`config.mk`:
```
export PLATFORM = sky130hd
export DESIGN_NAME = code_status_engine_flat
export DESIGN_NICKNAME = d
export VERILOG_FILES = /design/src/rtl/code_status_engine_if.sv /design/src/rtl/code_status_engine.sv /design/src/flat_wrapper.sv
export SDC_FILE = /design/constraint.sdc
export NUM_CORES = 1
export LEC_CHECK = 0
export CAP_MARGIN = 20
export CELL_PAD_IN_SITES_DETAIL_PLACEMENT = 1
export CELL_PAD_IN_SITES_GLOBAL_PLACEMENT = 1
export CORE_MARGIN = 5
export CORE_UTILIZATION = 46
export CTS_CLUSTER_SIZE = 30
export DETAILED_ROUTE_END_ITERATION = 8
export GPL_TIMING_DRIVEN = 0
export PLACE_DENSITY = 0.9
export RECOVER_POWER = 50
export REMOVE_ABC_BUFFERS = 1
export SLEW_MARGIN = 30
export SYNTH_ARGS = -nofsm -noshare
export SYNTH_HDL_FRONTEND = slang
export SYNTH_SLANG_ARGS = --single-unit
export TNS_END_PERCENT = 10
```
`constraint.sdc`:
```
create_clock -name clock -period 2.7 [get_ports clock]
set_input_delay 0.54 -clock clock [delete_from_list [all_inputs] [get_ports clock]]
set_output_delay 0.54 -clock clock [all_outputs]
set_load 0.01 [all_outputs]
```
`src/rtl/code_status_engine_if.sv`:
```
// code_status_engine_if: code-beat input, payload output and status signals of the engine.
interface code_status_engine_if #(
  parameter int CH_NUM  = 4,
  parameter int CODE_W  = 8,
  parameter int PL_W    = 16,
  parameter int MAX_LEN = 4
);
  localparam int CH_W  = CH_NUM > 1 ? $clog2(CH_NUM) : 1;
  localparam int LEN_W = $clog2(MAX_LEN + 1);
  logic [CODE_W-1:0] match_code;
  logic              in_valid;
  logic              in_ready;
  logic [CH_W-1:0]   in_ch;
  logic [CODE_W-1:0] in_code;
  logic              out_valid;
  logic              out_ready;
  logic [CH_W-1:0]   out_ch;
  logic [PL_W-1:0]   out_pl;
  logic [LEN_W-1:0]  out_len;
  logic [CH_NUM-1:0] ch_busy;
  logic [15:0]       err_cnt;
  modport master (
    output match_code, in_valid, in_ch, in_code, out_ready,
    input  in_ready, out_valid, out_ch, out_pl, out_len, ch_busy, err_cnt
  );
  modport slave (
    input  match_code, in_valid, in_ch, in_code, out_ready,
    output in_ready, out_valid, out_ch, out_pl, out_len, ch_busy, err_cnt
  );
endinterface

```
`src/rtl/code_status_engine.sv`:
```
// code_status_engine: per-channel start/accumulate/emit packet engine with a round-robin payload output.
module code_status_engine #(
  parameter int CH_NUM  = 4,
  parameter int CODE_W  = 8,
  parameter int PL_W    = 16,
  parameter int MAX_LEN = 4
) (
  input logic                clock,
  input logic                rst_n,
  code_status_engine_if.slave bus
);
  localparam int CH_W  = CH_NUM > 1 ? $clog2(CH_NUM) : 1;
  localparam int LEN_W = $clog2(MAX_LEN + 1);
  typedef enum logic [1:0] {IDLE, ARMED, EMIT} state_t;
  state_t           st [CH_NUM];
  logic [PL_W-1:0]  pl [CH_NUM];
  logic [LEN_W-1:0] len [CH_NUM];
  logic [CH_W-1:0]  last_grant;
  logic [CH_W-1:0]  grant;
  logic             found;
  logic             load;
  logic             drop;
  logic             accept;
  // Out-of-range channels fall through the loop: ready, and always dropped.
  always_comb begin
    bus.in_ready = 1'b1;
    drop = 1'b1;
    for (int i = 0; i < CH_NUM; i++)
      if (bus.in_ch == CH_W'(i)) begin
        bus.in_ready = st[i] != EMIT;
        drop = st[i] == IDLE && bus.in_code != bus.match_code;
      end
  end
  assign accept = bus.in_valid & bus.in_ready;
  always_comb begin
    found = 1'b0;
    grant = '0;
    for (int k = 1; k <= CH_NUM; k++)
      if (!found && st[(int'(last_grant) + k) % CH_NUM] == EMIT) begin
        found = 1'b1;
        grant = CH_W'((int'(last_grant) + k) % CH_NUM);
      end
  end
  assign load = found & (!bus.out_valid | bus.out_ready);
  always_comb begin
    bus.ch_busy = '0;
    for (int i = 0; i < CH_NUM; i++) bus.ch_busy[i] = st[i] != IDLE;
  end
  always_ff @(posedge clock or negedge rst_n)
    if (!rst_n) begin
      for (int c = 0; c < CH_NUM; c++) begin
        st[c]  <= IDLE;
        pl[c]  <= '0;
        len[c] <= '0;
      end
    end else begin
      for (int c = 0; c < CH_NUM; c++)
        if (st[c] == EMIT) begin
          if (load && grant == CH_W'(c)) st[c] <= IDLE;
        end else if (accept && bus.in_ch == CH_W'(c)) begin
          if (st[c] == IDLE) begin
            if (bus.in_code == bus.match_code) begin
              st[c]  <= ARMED;
              pl[c]  <= '0;
              len[c] <= '0;
            end
          end else if (bus.in_code == '0) st[c] <= EMIT;
          else begin
            pl[c]  <= pl[c] + PL_W'(bus.in_code);
            len[c] <= len[c] + LEN_W'(1);
            if (len[c] == LEN_W'(MAX_LEN - 1)) st[c] <= EMIT;
          end
        end
    end
  // last_grant resets to the top channel so channel 0 wins the first arbitration.
  always_ff @(posedge clock or negedge rst_n)
    if (!rst_n) begin
      bus.out_valid <= 1'b0;
      bus.out_ch    <= '0;
      bus.out_pl    <= '0;
      bus.out_len   <= '0;
      last_grant    <= CH_W'(CH_NUM - 1);
      bus.err_cnt   <= '0;
    end else begin
      if (load) begin
        bus.out_valid <= 1'b1;
        bus.out_ch    <= grant;
        bus.out_pl    <= pl[grant];
        bus.out_len   <= len[grant];
        last_grant    <= grant;
      end else if (bus.out_ready) bus.out_valid <= 1'b0;
      if (accept && drop && bus.err_cnt != 16'hFFFF) bus.err_cnt <= bus.err_cnt + 16'd1;
    end
endmodule

```
`src/flat_wrapper.sv`:
```
// flat-port wrapper written by rule: the top's interface ports become plain ports
module code_status_engine_flat 
#(
  parameter int CH_NUM  = 4,
  parameter int CODE_W  = 8,
  parameter int PL_W    = 16,
  parameter int MAX_LEN = 4
)
  (clock, rst_n, bus_match_code, bus_in_valid, bus_in_ch, bus_in_code, bus_out_ready, bus_in_ready, bus_out_valid, bus_out_ch, bus_out_pl, bus_out_len, bus_ch_busy, bus_err_cnt);
  code_status_engine_if #(.CH_NUM(CH_NUM), .CODE_W(CODE_W), .PL_W(PL_W), .MAX_LEN(MAX_LEN)) bus_i ();
  input logic clock;
  input logic rst_n;
  input wire logic [$bits(bus_i.match_code)-1:0] bus_match_code;
  input wire logic [$bits(bus_i.in_valid)-1:0] bus_in_valid;
  input wire logic [$bits(bus_i.in_ch)-1:0] bus_in_ch;
  input wire logic [$bits(bus_i.in_code)-1:0] bus_in_code;
  input wire logic [$bits(bus_i.out_ready)-1:0] bus_out_ready;
  output wire logic [$bits(bus_i.in_ready)-1:0] bus_in_ready;
  output wire logic [$bits(bus_i.out_valid)-1:0] bus_out_valid;
  output wire logic [$bits(bus_i.out_ch)-1:0] bus_out_ch;
  output wire logic [$bits(bus_i.out_pl)-1:0] bus_out_pl;
  output wire logic [$bits(bus_i.out_len)-1:0] bus_out_len;
  output wire logic [$bits(bus_i.ch_busy)-1:0] bus_ch_busy;
  output wire logic [$bits(bus_i.err_cnt)-1:0] bus_err_cnt;
  assign bus_i.match_code = bus_match_code;
  assign bus_i.in_valid = bus_in_valid;
  assign bus_i.in_ch = bus_in_ch;
  assign bus_i.in_code = bus_in_code;
  assign bus_i.out_ready = bus_out_ready;
  assign bus_in_ready = bus_i.in_ready;
  assign bus_out_valid = bus_i.out_valid;
  assign bus_out_ch = bus_i.out_ch;
  assign bus_out_pl = bus_i.out_pl;
  assign bus_out_len = bus_i.out_len;
  assign bus_ch_busy = bus_i.ch_busy;
  assign bus_err_cnt = bus_i.err_cnt;
  code_status_engine #(.CH_NUM(CH_NUM), .CODE_W(CODE_W), .PL_W(PL_W), .MAX_LEN(MAX_LEN)) u_core (.clock(clock), .rst_n(rst_n), .bus(bus_i));
endmodule
```
==> ci_impl_report.md <==
## Synthesis and layout report

| Metric | Value |
|---|---|
| Slew headroom | `-11.3%` |
| Clock power frac | `33.3%` |
| Internal | `around 4.5 mW` |
| And+or+nand+nor area frac | `15.1%` |
| H-tree depth | `4` |
| GPL Wtd Cong | `roughly 0.85` |
| Worst-path clk slew | `0.06 ns` |
| Delay of the slowest critical-path stage | `0.53 ns` |
| Dominant kind of combinational cell | `AND-OR/OR-AND gates` |
| Hold Startpoint | `u_core.bus.out_ch[0]$_DFFE_PN0P_` |
| Power Density | `737 nW/um^2` |
| Number of enable flip-flop cells | `0` |
| Leak | `roughly 4.1 nW` |
| Reg2reg setup slack | `0.16 ns` |
| Maximum VDD drop | `0.515 mV` |
| Row cnt | `approximately 46` |
| Count of buffers from port buffering | `64` |
| Global Route Usage Sum | `27.4%` |
| Synth top cell by count | `dfrtp_1` |
| Largest net degree at the start of global routing | `between 60 and 70` |
| Antenna violations before repair | `0` |
| Latency at later pin | `0.44 ns` |
| CTS Buf Count | `17` |
| Ys cells | `719` |
| Post-Synthesis Cell Area | `7500 um^2` |
| Post-CTS setup buffers | `7` |
| Setup violators final | `0` |
| Reg power frac | `35.9%` |
| Net Switching | `around 2.2 mW` |
| CP endpoint kind | `register` |
| Initial DRC Count | `463` |
| Hold/Removal Path Class | `register to register` |
| Max-Cap Viols | `1` |
| R2R cell count | `6` |
| Async set-reset flop share out of synthesis | `100%` |
| Complex Gates by Area | `17.5%` |
| Crit path required time | `3.06 ns` |
| Maximum clock path buffer count | `2` |
| Chip area | `approximately 19,000 um^2` |
| Share of cells above drive strength 1 | `16.1%` |
| Top cells by area | `dfrtp_1, ha_1, mux4_2` |
| Endpoints failing hold | `0` |
| Root buffer cell | `clkbuf_16` |
| Status | `finished with violations` |
| Tool warning count | `26` |
| Gr ovfl total | `0` |
| CTS tree | `built` |
| WS Path Type | `input port to register` |
| Adder-cell share of the synthesized area | `7.91%` |
| Slew Limit Fails | `60` |
| Final ANT Viol Nets | `0` |
| Wirelength per Cell | `24.4 um` |
| Setup_tns | `0 ns` |
| Final worst-path cycle share | `98.6%` |
| Crit path max fanout | `22` |
| Yosys Chip Area | `7500 um^2` |
| Die X-Extent | `138 um` |
| Largest area contributor in the netlist | `dfrtp_1` |
| Tot Pwr | `6.75 mW` |
| Commonest Layout Cell | `dfrtp_1` |
| Die Y | `138 um` |
| Endpoint, Worst Hold | `u_core.bus.out_ch[0]$_DFFE_PN0P_` |
| Unrepaired setup endpoints after global routing | `yes` |
| Final nets | `around 860` |
| Synth Flop Type | `dfrtp_1` |
| Count of cell types in the netlist | `65` |
| Post-layout min period | `about 2.7 ns` |
| Final HPWL DP | `between 15,000 and 20,000 um` |
| DR vias/cell | `6.45` |
| Synthesis Warnings | `0` |
| DRC | `0` |
| Comb pwr share | `30.7%` |
| Syn Inst Count | `between 700 and 800` |
| Hold-fix buffers, CTS | `0` |
| Mux share | `about a tenth` |
| Post-synth seq share | `41.4%` |
| Critical R2R Capture | `u_core.bus.out_pl[5]$_DFFE_PN0P_` |
| # diodes | `0` |
| Fp_density | `47.0%` |
| Drt pass-1 iters | `5` |
| Vias in the first global route | `7,312` |
| Startpoint Class | `input port` |
| Hold Crit Depth | `2` |
| Post-synthesis average cell area | `~10 um^2` |
| Clock sink count | `124` |
| Area leader share | `40.7%` |
| Failing checks | `capacitance limit, slew limit` |
| First-pass GRT wire length | `slightly below 40,000 um` |
| F_max | `roughly 0.38 GHz` |
| R2R Path Start | `u_core.st[5]$_DFFE_PN0P_` |
| End of the critical path | `u_core.pl[13]$_DFFE_PN0P_` |
| XOR Share, Synth | `5.49%` |
| Critical path cell sequence | `dlygate4sd2_1 > xor2_1 > nor4_4 > nand2_4 > a211o_4 > or4_1 > a21oi_1` |
| Core Footprint | `15,900 um^2` |
| Area grow syn2layout | `22.3%` |
| Most frequent cells after synthesis | `dfrtp_1, nand2_1, o21ai_0, ha_1, nor2_1` |
| Vias | `6,556` |
| Layout Skew | `approximately 0.011 ns` |
| Net Sw Frac | `32.7%` |
==> state kept, by name, indices dropped and copies added, names as in the netlist <==
signal / cells
u_core.pl: 64
u_core.last_grant: 2
u_core.bus.out_ch: 2
u_core.st: 8
u_core.bus.out_len: 3
u_core.bus.out_valid: 1
u_core.len: 12
u_core.bus.err_cnt: 16
u_core.bus.out_pl: 16
==> final cells by class <==
class	instances	area, um^2
Fill cell	1727	6780
Multi-Input combinational cell	547	4370
Sequential cell	124	3110
Timing Repair Buffer	76	771
Clock buffer	24	472
Tap cell	216	270
Clock inverter	7	90.1
Inverter	23	86.3
==> power by group through the flow <==
stage               combinational, mW  clock (mW)  sequential, mW
floorplan                        1.13           0            2.43
global placement                 1.82           0            2.40
CTS                              2.10        2.29            2.42
global route                     2.22        2.37            2.46
finish                           2.07        2.25            2.43
detailed placement               2.02           0            2.43
==> stage by stage <==
step                      setup slack [ns]  hold WS, ns  util [%]  cell area (um^2)  cells
final                               0.0388        0.482      57.5              9170   1017
after floorplan                     -0.106        0.244         -              7390    694
after global routing              -0.00707        0.507      57.5              9170   1017
after detailed placement             -1.19        0.477      53.0              8440    978
after global placement               -3.86        0.468      52.1              8300    974
after CTS                         0.000790       0.0510      57.4              9150   1016
==> metal layers <==
layer	GRT usage, %	vias to the layer above	wire, um
met5	0	-	0
met4	14.5	0	1040
met1	31.5	3385	9600
met3	5.95	87	1530
li1	-	2832	-
met2	47.5	252	12700
==> critical path: cells and delay by family <==
kind                      cells  cell delay, ns
AOI/OAI and AO/OA             2            0.66
buffers and inverters         1            0.46
xor gates and xnor gates      1            0.17
and+or+nand+nor               3            1.18
final_placement.png
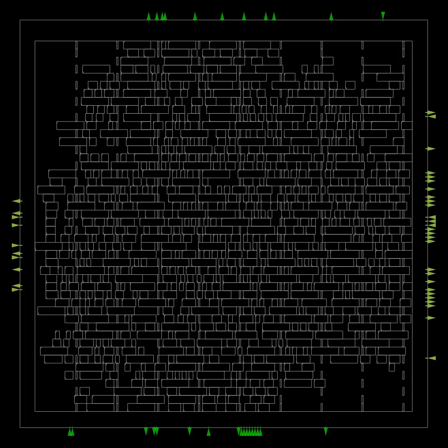
final core utilization: 57.5%
Filler Cell Count: 1,727
tap cells: 216

port_nets.png
Drawn at 2 px/um.
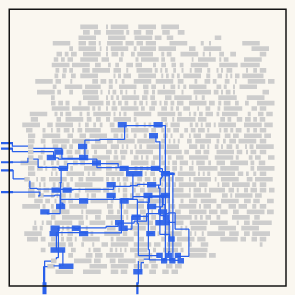
[`bus_in_code`] blue | bits: 8 | direction: input | edge: 5 left, 3 bottom | end cells: 46 | buffers: 8 | wire: 1,130 um

met2.png
Drawn at 3 px/um.
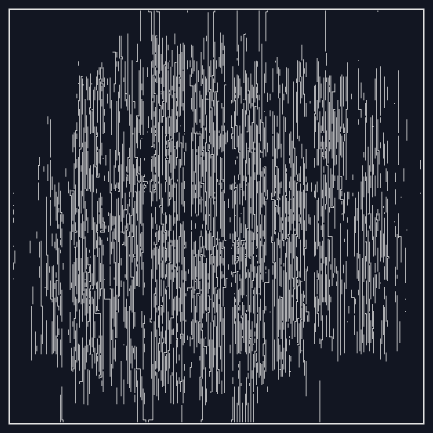
longest straight run: 51.7 um
share of all routed wire: 51%

metal_stack.png
Drawn at 2 px/um. Only two layers are drawn.
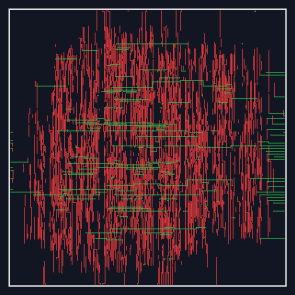
[met2] red | wire length: 12,700 um
[met3] green | wire length: 1,530 um

Power figures rest on the tool's default switching activity, not on a simulated workload.
